A small window of the routed layout:
Scale bar: 20 microns. Window x 0 to 50, y 0 to 50 microns. Cells in grey, sequential cells in the stronger grey; small squares are vias.
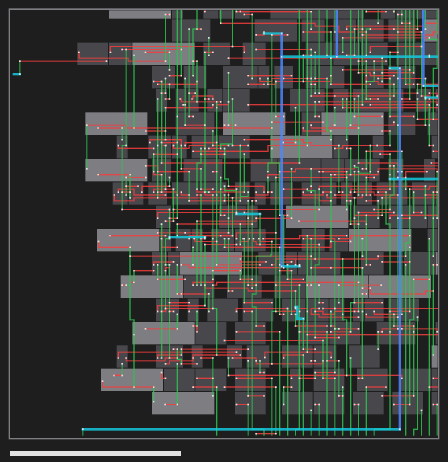
Placed standard cells:
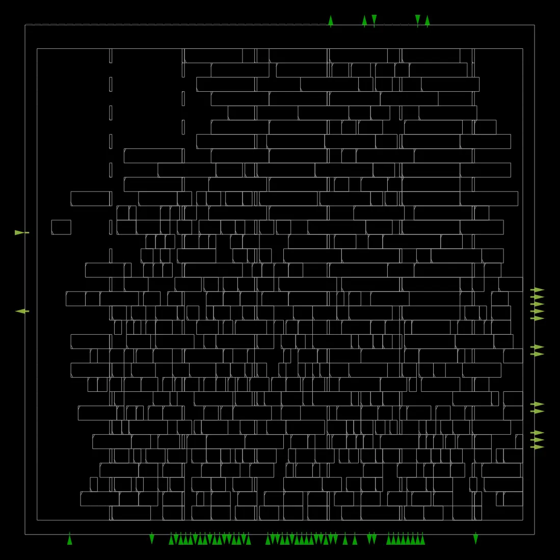
$ cat config.mk
export PLATFORM = sky130hd
export DESIGN_NAME = tt_um_jleugeri_ttt_scheduler
export DESIGN_NICKNAME = d
export VERILOG_FILES = /design/src/rtl/tt_um_jleugeri_ttt_scheduler.sv
export SDC_FILE = /design/constraint.sdc
export NUM_CORES = 1
export LEC_CHECK = 0
export CORE_MARGIN = 2
export CORE_UTILIZATION = 48
export CTS_CLUSTER_SIZE = 10
export DETAILED_ROUTE_END_ITERATION = 6
export MAX_ROUTING_LAYER = met4
export PLACE_DENSITY = 0.76
export SKIP_LAST_GASP = 1
export SYNTH_ARGS = -nofsm -noshare
export SYNTH_HDL_FRONTEND = slang
export SYNTH_SLANG_ARGS = --single-unit
$ cat constraint.sdc
create_clock -name clock_fast -period 2.8 [get_ports clock_fast]
set_clock_uncertainty 0.05 [all_clocks]
set_input_delay 0.56 -clock clock_fast [delete_from_list [all_inputs] [get_ports clock_fast]]
set_output_delay 0.56 -clock clock_fast [all_outputs]
set_load 0.01 [all_outputs]
$ cat src/rtl/tt_um_jleugeri_ttt_scheduler.sv
// ---------------------------------------------------------------------------
// tt_um_jleugeri_ttt_scheduler
//
// Purpose: host-driven scheduler for a bank of token-processing processor
// contexts. Each "step" updates every processor once, in ascending id order,
// and collects the start/stop events they report into a small FIFO. The
// events are then streamed to the host. For each accepted event, a
// network lookup is run whose results are fed back to the processors as
// token injections.
//
// Ports (all logic runs on posedge clock_fast, reset is synchronous/active-high):
//   clock_fast, reset         clock and reset
//   cmd / cmd_ready           host command (00 idle, 01 inject, 10 step, 11 no-op),
//                             accepted only while cmd_ready (IDLE)
//   in_id, in_good, in_bad    injection target and signed token deltas
//   proc_instr, proc_id,      processor command bus (000 nop, 001 inject,
//   proc_good, proc_bad       010 update)
//   proc_startstop            {start,stop} of the processor updated last cycle
//   net_instr, net_source_id  network command (000 nop, 010 start, 011 continue)
//   net_done, net_valid,      network responses
//   net_target_id,
//   net_good, net_bad
//   ev_valid/ev_ready,        host event stream (valid/ready handshake)
//   ev_id, ev_startstop
//   stage                     current state (00 IDLE, 01 UPDATE, 10 DRAIN, 11 ROUTE)
//   overflow                  sticky flag: an event was dropped on a full FIFO
//
// Build option: define TTT_SCHED_EVENT_COUNT_EN to add the 16-bit output
// event_count, a saturating count of event-stream handshakes.
// ---------------------------------------------------------------------------
module tt_um_jleugeri_ttt_scheduler #(
    parameter int NUM_PROCESSORS = 16,
    parameter int NEW_TOKEN_BITS = 4,
    parameter int FIFO_DEPTH     = 8,
    localparam int PW = $clog2(NUM_PROCESSORS),
    localparam int B  = NEW_TOKEN_BITS
) (
    input  logic                clock_fast,
    input  logic                reset,
    input  logic [1:0]          cmd,
    output logic                cmd_ready,
    input  logic [PW-1:0]       in_id,
    input  logic signed [B-1:0] in_good,
    input  logic signed [B-1:0] in_bad,
    output logic [2:0]          proc_instr,
    output logic [PW-1:0]       proc_id,
    output logic signed [B-1:0] proc_good,
    output logic signed [B-1:0] proc_bad,
    input  logic [1:0]          proc_startstop,
    output logic [2:0]          net_instr,
    output logic [PW-1:0]       net_source_id,
    input  logic                net_done,
    input  logic                net_valid,
    input  logic [PW-1:0]       net_target_id,
    input  logic signed [B-1:0] net_good,
    input  logic signed [B-1:0] net_bad,
    output logic                ev_valid,
    input  logic                ev_ready,
    output logic [PW-1:0]       ev_id,
    output logic [1:0]          ev_startstop,
    output logic [1:0]          stage,
    output logic                overflow
`ifdef TTT_SCHED_EVENT_COUNT_EN
    ,
    output logic [15:0]         event_count
`endif
);

    typedef enum logic [1:0] {
        IDLE   = 2'b00,
        UPDATE = 2'b01,
        DRAIN  = 2'b10,
        ROUTE  = 2'b11
    } state_t;

    localparam int AW = $clog2(FIFO_DEPTH);
    localparam logic [PW:0] LAST_C = (PW+1)'(NUM_PROCESSORS - 1);
    localparam logic [PW:0] N_C    = (PW+1)'(NUM_PROCESSORS);
    localparam logic signed [B-1:0] TOK_MIN = {1'b1, {(B-1){1'b0}}};
    localparam logic signed [B-1:0] TOK_MAX = {1'b0, {(B-1){1'b1}}};

    // Negation that maps the most negative value onto the most positive one
    // instead of wrapping back onto itself.
    function automatic logic signed [B-1:0] neg_sat(input logic signed [B-1:0] v);
        logic signed [B-1:0] r;
        if (v == TOK_MIN) begin
            r = TOK_MAX;
        end else begin
            r = -v;
        end
        return r;
    endfunction

    state_t                state_q;
    logic [PW:0]           cnt_q;       // UPDATE cycle index 0..N
    logic                  first_q;     // first ROUTE cycle (net_valid ignored)
    logic                  sign_q;      // 1: pass network values, 0: negate them
    logic [PW+1:0]         fifo_q [FIFO_DEPTH];   // {id, startstop}
    logic [AW:0]           wr_ptr_q;
    logic [AW:0]           rd_ptr_q;
    logic                  overflow_q;
    logic [2:0]            proc_instr_q;
    logic [PW-1:0]         proc_id_q;
    logic signed [B-1:0]   proc_good_q;
    logic signed [B-1:0]   proc_bad_q;
    logic [2:0]            net_instr_q;
    logic [PW-1:0]         net_src_q;

    logic                  fifo_empty_s;
    logic                  fifo_full_s;
    logic [PW+1:0]         head_s;
    logic                  push_s;
    logic                  ev_valid_s;

    // FIFO status, head entry and event-push qualification.
    always_comb begin
        fifo_empty_s = (wr_ptr_q == rd_ptr_q);
        fifo_full_s  = (wr_ptr_q[AW] != rd_ptr_q[AW]) &&
                       (wr_ptr_q[AW-1:0] == rd_ptr_q[AW-1:0]);
        head_s       = fifo_q[rd_ptr_q[AW-1:0]];
        // Cycle 0 has no processor result yet; 00/11 are not events.
        push_s       = (state_q == UPDATE) && (cnt_q != '0) &&
                       ((proc_startstop == 2'b01) || (proc_startstop == 2'b10));
        ev_valid_s   = (state_q == DRAIN) && !fifo_empty_s;
    end

    // Scheduler FSM, event FIFO and registered command outputs.
    always_ff @(posedge clock_fast) begin
        if (reset) begin
            state_q      <= IDLE;
            cnt_q        <= '0;
            first_q      <= 1'b0;
            sign_q       <= 1'b0;
            wr_ptr_q     <= '0;
            rd_ptr_q     <= '0;
            overflow_q   <= 1'b0;
            proc_instr_q <= 3'b000;
            proc_id_q    <= '0;
            proc_good_q  <= '0;
            proc_bad_q   <= '0;
            net_instr_q  <= 3'b000;
            net_src_q    <= '0;
        end else begin
            if (push_s) begin
                if (fifo_full_s) begin
                    overflow_q <= 1'b1;
                end else begin
                    // Result belongs to the processor updated one cycle earlier.
                    fifo_q[wr_ptr_q[AW-1:0]] <= {cnt_q[PW-1:0] - PW'(1), proc_startstop};
                    wr_ptr_q                 <= wr_ptr_q + (AW+1)'(1);
                end
            end else begin
                wr_ptr_q <= wr_ptr_q;
            end

            case (state_q)
                IDLE: begin
                    net_instr_q <= 3'b000;
                    case (cmd)
                        2'b01: begin
                            proc_instr_q <= 3'b001;
                            proc_id_q    <= in_id;
                            proc_good_q  <= in_good;
                            proc_bad_q   <= in_bad;
                        end
                        2'b10: begin
                            state_q      <= UPDATE;
                            cnt_q        <= '0;
                            proc_instr_q <= 3'b010;
                            proc_id_q    <= '0;
                            proc_good_q  <= '0;
                            proc_bad_q   <= '0;
                        end
                        default: begin
                            proc_instr_q <= 3'b000;
                            proc_id_q    <= '0;
                            proc_good_q  <= '0;
                            proc_bad_q   <= '0;
                        end
                    endcase
                end
                UPDATE: begin
                    cnt_q <= cnt_q + (PW+1)'(1);
                    if (cnt_q < LAST_C) begin
                        proc_instr_q <= 3'b010;
                        proc_id_q    <= cnt_q[PW-1:0] + PW'(1);
                    end else begin
                        proc_instr_q <= 3'b000;
                        proc_id_q    <= '0;
                    end
                    if (cnt_q == N_C) begin
                        state_q <= DRAIN;
                    end else begin
                        state_q <= UPDATE;
                    end
                end
                DRAIN: begin
                    proc_instr_q <= 3'b000;
                    if (fifo_empty_s) begin
                        state_q     <= IDLE;
                        net_instr_q <= 3'b000;
                    end else if (ev_ready) begin
                        rd_ptr_q    <= rd_ptr_q + (AW+1)'(1);
                        sign_q      <= head_s[1];
                        net_src_q   <= head_s[PW+1:2];
                        net_instr_q <= 3'b010;
                        first_q     <= 1'b1;
                        state_q     <= ROUTE;
                    end else begin
                        net_instr_q <= 3'b000;
                    end
                end
                ROUTE: begin
                    first_q <= 1'b0;
                    if (net_done) begin
                        net_instr_q  <= 3'b000;
                        proc_instr_q <= 3'b000;
                        state_q      <= DRAIN;
                    end else begin
                        net_instr_q <= 3'b011;
                        if (!first_q && net_valid) begin
                            proc_instr_q <= 3'b001;
                            proc_id_q    <= net_target_id;
                            proc_good_q  <= sign_q ? net_good : neg_sat(net_good);
                            proc_bad_q   <= sign_q ? net_bad  : neg_sat(net_bad);
                        end else begin
                            proc_instr_q <= 3'b000;
                        end
                    end
                end
                default: begin
                    state_q <= IDLE;
                end
            endcase
        end
    end

`ifdef TTT_SCHED_EVENT_COUNT_EN
    logic [15:0] event_count_q;

    // Saturating count of accepted events.
    always_ff @(posedge clock_fast) begin
        if (reset) begin
            event_count_q <= 16'd0;
        end else if (ev_valid_s && ev_ready && (event_count_q != 16'hFFFF)) begin
            event_count_q <= event_count_q + 16'd1;
        end else begin
            event_count_q <= event_count_q;
        end
    end

    assign event_count = event_count_q;
`endif

    assign cmd_ready     = (state_q == IDLE);
    assign stage         = state_q;
    assign overflow      = overflow_q;
    assign ev_valid      = ev_valid_s;
    assign ev_id         = head_s[PW+1:2];
    assign ev_startstop  = head_s[1:0];
    assign proc_instr    = proc_instr_q;
    assign proc_id       = proc_id_q;
    assign proc_good     = proc_good_q;
    assign proc_bad      = proc_bad_q;
    assign net_instr     = net_instr_q;
    assign net_source_id = net_src_q;

endmodule

==> summary.txt <==
ys async rst share - 0%
Yosys top cell by area - edfxtp_1
yosys stat area - 4150 sq um
Static Leak - 1.85 nW
P per Cell Area - 498 nW/um^2
initial antenna violation count - 0
Max Transition Viols Final - 0
Gate power share - 8.9%
fin crit period - 2.73 ns
Die Span Y - 97.0 microns
drt via density - 5.65
cell total after placement - 518
drt initial violations - 214
Overall Power - 2.61 mW
Max Freq - 0.367 GHz
M1 wire length - 4100 microns
worst rel slew slack - 53.3%
Clk network pwr share - 37.0%
final wirelength - 9370 microns
critical path capture point type - output pin
Commonest Layout Cell - clkdlybuf4s50_1
post-layout period usage - 97.3%
first-pass GRT wire length - 15,000 microns
DIE AREA - 9410 sq um
Worst setup SP type - flop
IO Port Bufs - 63
Synth Warn # - 0
worst-margin pin slew - 0.698 ns
Top FF cell, synth - edfxtp_1
dpl cell area - 4970 sq um
Registers, synthesis - 89
Die Span X - 97.0 microns
Area growth syn-to-layout - 26.0%
via count - 3,041
Net Sw Frac - 22.7%
Final #Nets - 469
Critical Path Fanout Max - 7
IR drop worst, VDD - 0.000253 V
most frequent cells in the layout - 58 x clkdlybuf4s50_1, 48 x edfxtp_1, 40 x dfxtp_1, 28 x nor2_1, 28 x buf_4
H-tree lvl count - 3
sequential power share - 54.1%
Seq. cell area - 2260 sq um
Post-Synthesis Cells - 348
diode count - 0
cts bufs inserted - 9
CP Class - reg -> out
design area - 5230 sq um
status - finished, final reports clean
met2 routed WL - 4730 microns
vias in the first global route - 2,925
Logic cell area - 1700 sq um
Log Warnings - 29
layout cells sized above 1 - 14.8%
# Cells Yosys - 348
first-pass iteration count of the detailed router - 4
WP data arrival - 2.12 ns
number of enable flip-flop cells - 48
Req. time, crit path - 2.19 ns
clock transition at the registers of the reported paths - 0.09 ns
CTS sink cnt - 89
CTS tree - built
Hold Violations, Final - 0
net switching power - 0.592 mW
syn_area_per_cell - 11.9 sq um
largest net degree at the start of global routing - 30
placer congestion estimate - 0.817
dpl hpwl - 6890 microns
RSZ-0062 raised after global routing - no
total grt overflow - 0
Hold Crit Class - reg -> reg
Cell Type Count - 51
CTS Root Buffer Type - clkbuf_8
setup TNS - 0 ns
Syn Std Cell Area - 4150 sq um
Pint - 2.01 mW
Dominant cell area share - 34.7%
sequential element share of the synthesized area - 54.5%
Bufs on Longest Clock Path - 2
max-cap violations - 0
fp_density - 50.0%
count of final setup violators - 0
DRC - 0
DR top layer - met4
GRT Resource Usage Total - 20.8%
## Picture notes: 'a small window of the routed layout'
- blue: metal 4
- green: metal 2
- cyan: metal 3
- red: metal 1
- most frequent: clkdlybuf4s50_1 (23), nor2_1 (16), dfxtp_1 (16)
- sequential cells in the window: 16
- netlist names of flops here include: `cnt_q` (5), `proc_id` (4), `proc_instr` (2)
- cells with their middle in the window: 140

## Picture notes: 'placed standard cells'
Core Box Area: 8300 sq um
fillers: 641
Final Non-Filler Cells: 538
Finished Core Util: 63.0%
std cell rows: 33

-- sequential cells by signal, summed over array words and instances, names as in the netlist, 4 cells and up, named ones only --
name	cells
fifo_q	48
cnt_q	5
net_source_id	4
proc_bad	4
proc_good	4
proc_id	4
rd_ptr_q	4
wr_ptr_q	4
-- through the flow --
stage               hold slack, ns  setup WS [ns]
finish                       0.411         0.0746
global placement             0.392          0.153
floorplan                    0.399          0.151
CTS                          0.413       -0.00981
detailed placement           0.397          0.138
global route                 0.430         0.0284
-- cell families after synthesis --
| family | Yosys count | share of synthesized area, % |
|---|---|---|
| adders and majority gates | 7 | 2.11 |
| and+or+nand+nor | 107 | 14.0 |
| other | 1 | 0.0904 |
| AOI/OAI and AO/OA | 68 | 11.3 |
| xor gates and xnor gates | 13 | 2.74 |
| DFF | 89 | 54.5 |
| muxes | 24 | 10.9 |
| buffers and inverters | 39 | 4.37 |
-- final timing paths --
path | end | start | cells past startpoint | slack [ns]
hold / removal | net_source_id[0]$_SDFFE_PP0P_ | net_source_id[0]$_SDFFE_PP0P_ | 2 | 0.41
setup / recovery | ev_startstop[1] | flop | 5 | 0.07
setup reg to reg | fifo_q[0][1]$_DFFE_PP_ | cnt_q[0]$_SDFFE_PP0P_ | 7 | 0.41
hold reg to reg | net_source_id[0]$_SDFFE_PP0P_ | net_source_id[0]$_SDFFE_PP0P_ | 2 | 0.41
-- power groups by stage --
stage | combinational, mW | sequential, mW | clock (mW)
6_report | 0.232 | 1.41 | 0.963
5_1_grt | 0.254 | 1.41 | 1.04
4_1_cts | 0.233 | 1.41 | 0.979
3_5_place_dp | 0.232 | 1.44 | 0
3_3_place_gp | 0.227 | 1.44 | 0
2_1_floorplan | 0.101 | 1.45 | 0
-- cell usage after synthesis (all sizes together) (3+ instances only) --
master and n:
or3 4, dfxtp 41, nor3 17, nor2b 7, mux4 12, clkbuf 7, xnor2 6, o31ai 7
inv 16, nor4 8, a211oi 11, a21oi 13, a311oi 7, buf 16, nor4b 3, mux2 10
nand3 7, xor2 7, nand2 14, edfxtp 48, a22oi 7, nand2b 4, and2 4, o21ai 15
nor2 28, ha 7
-- layout make-up --
class	count	area share, %
timing repair buffer	92	16.3
tap	105	2.51
inverter	16	1.15
clock inverter	6	1.77
clock buffer	9	2.37
sequential	89	43.3
multi-input combinational	221	32.6
-- critical path, cell delays in order (launching register included) --
cell,delay (ns)
dfxtp_1,0.33
buf_6,0.13
buf_4,0.13
mux4_1,0.57
mux2_2,0.32
dlygate4sd2_1,0.29
-- routing by layer --
metal,global-route usage [%],vias up
li1,-,1477
met1,26.6,1475
met2,34.5,74
met3,2.60,15
met4,7.58,0
met5,-,-
-- repair_timing --
item | 4_1_cts | 5_1_grt
setup buffers | 2 | 3
endpoints found under the setup margin | 5 | 4
hold buffers | 0 | 0
gates resized | 6 | 3
Power is estimated from default activity; no workload was simulated.
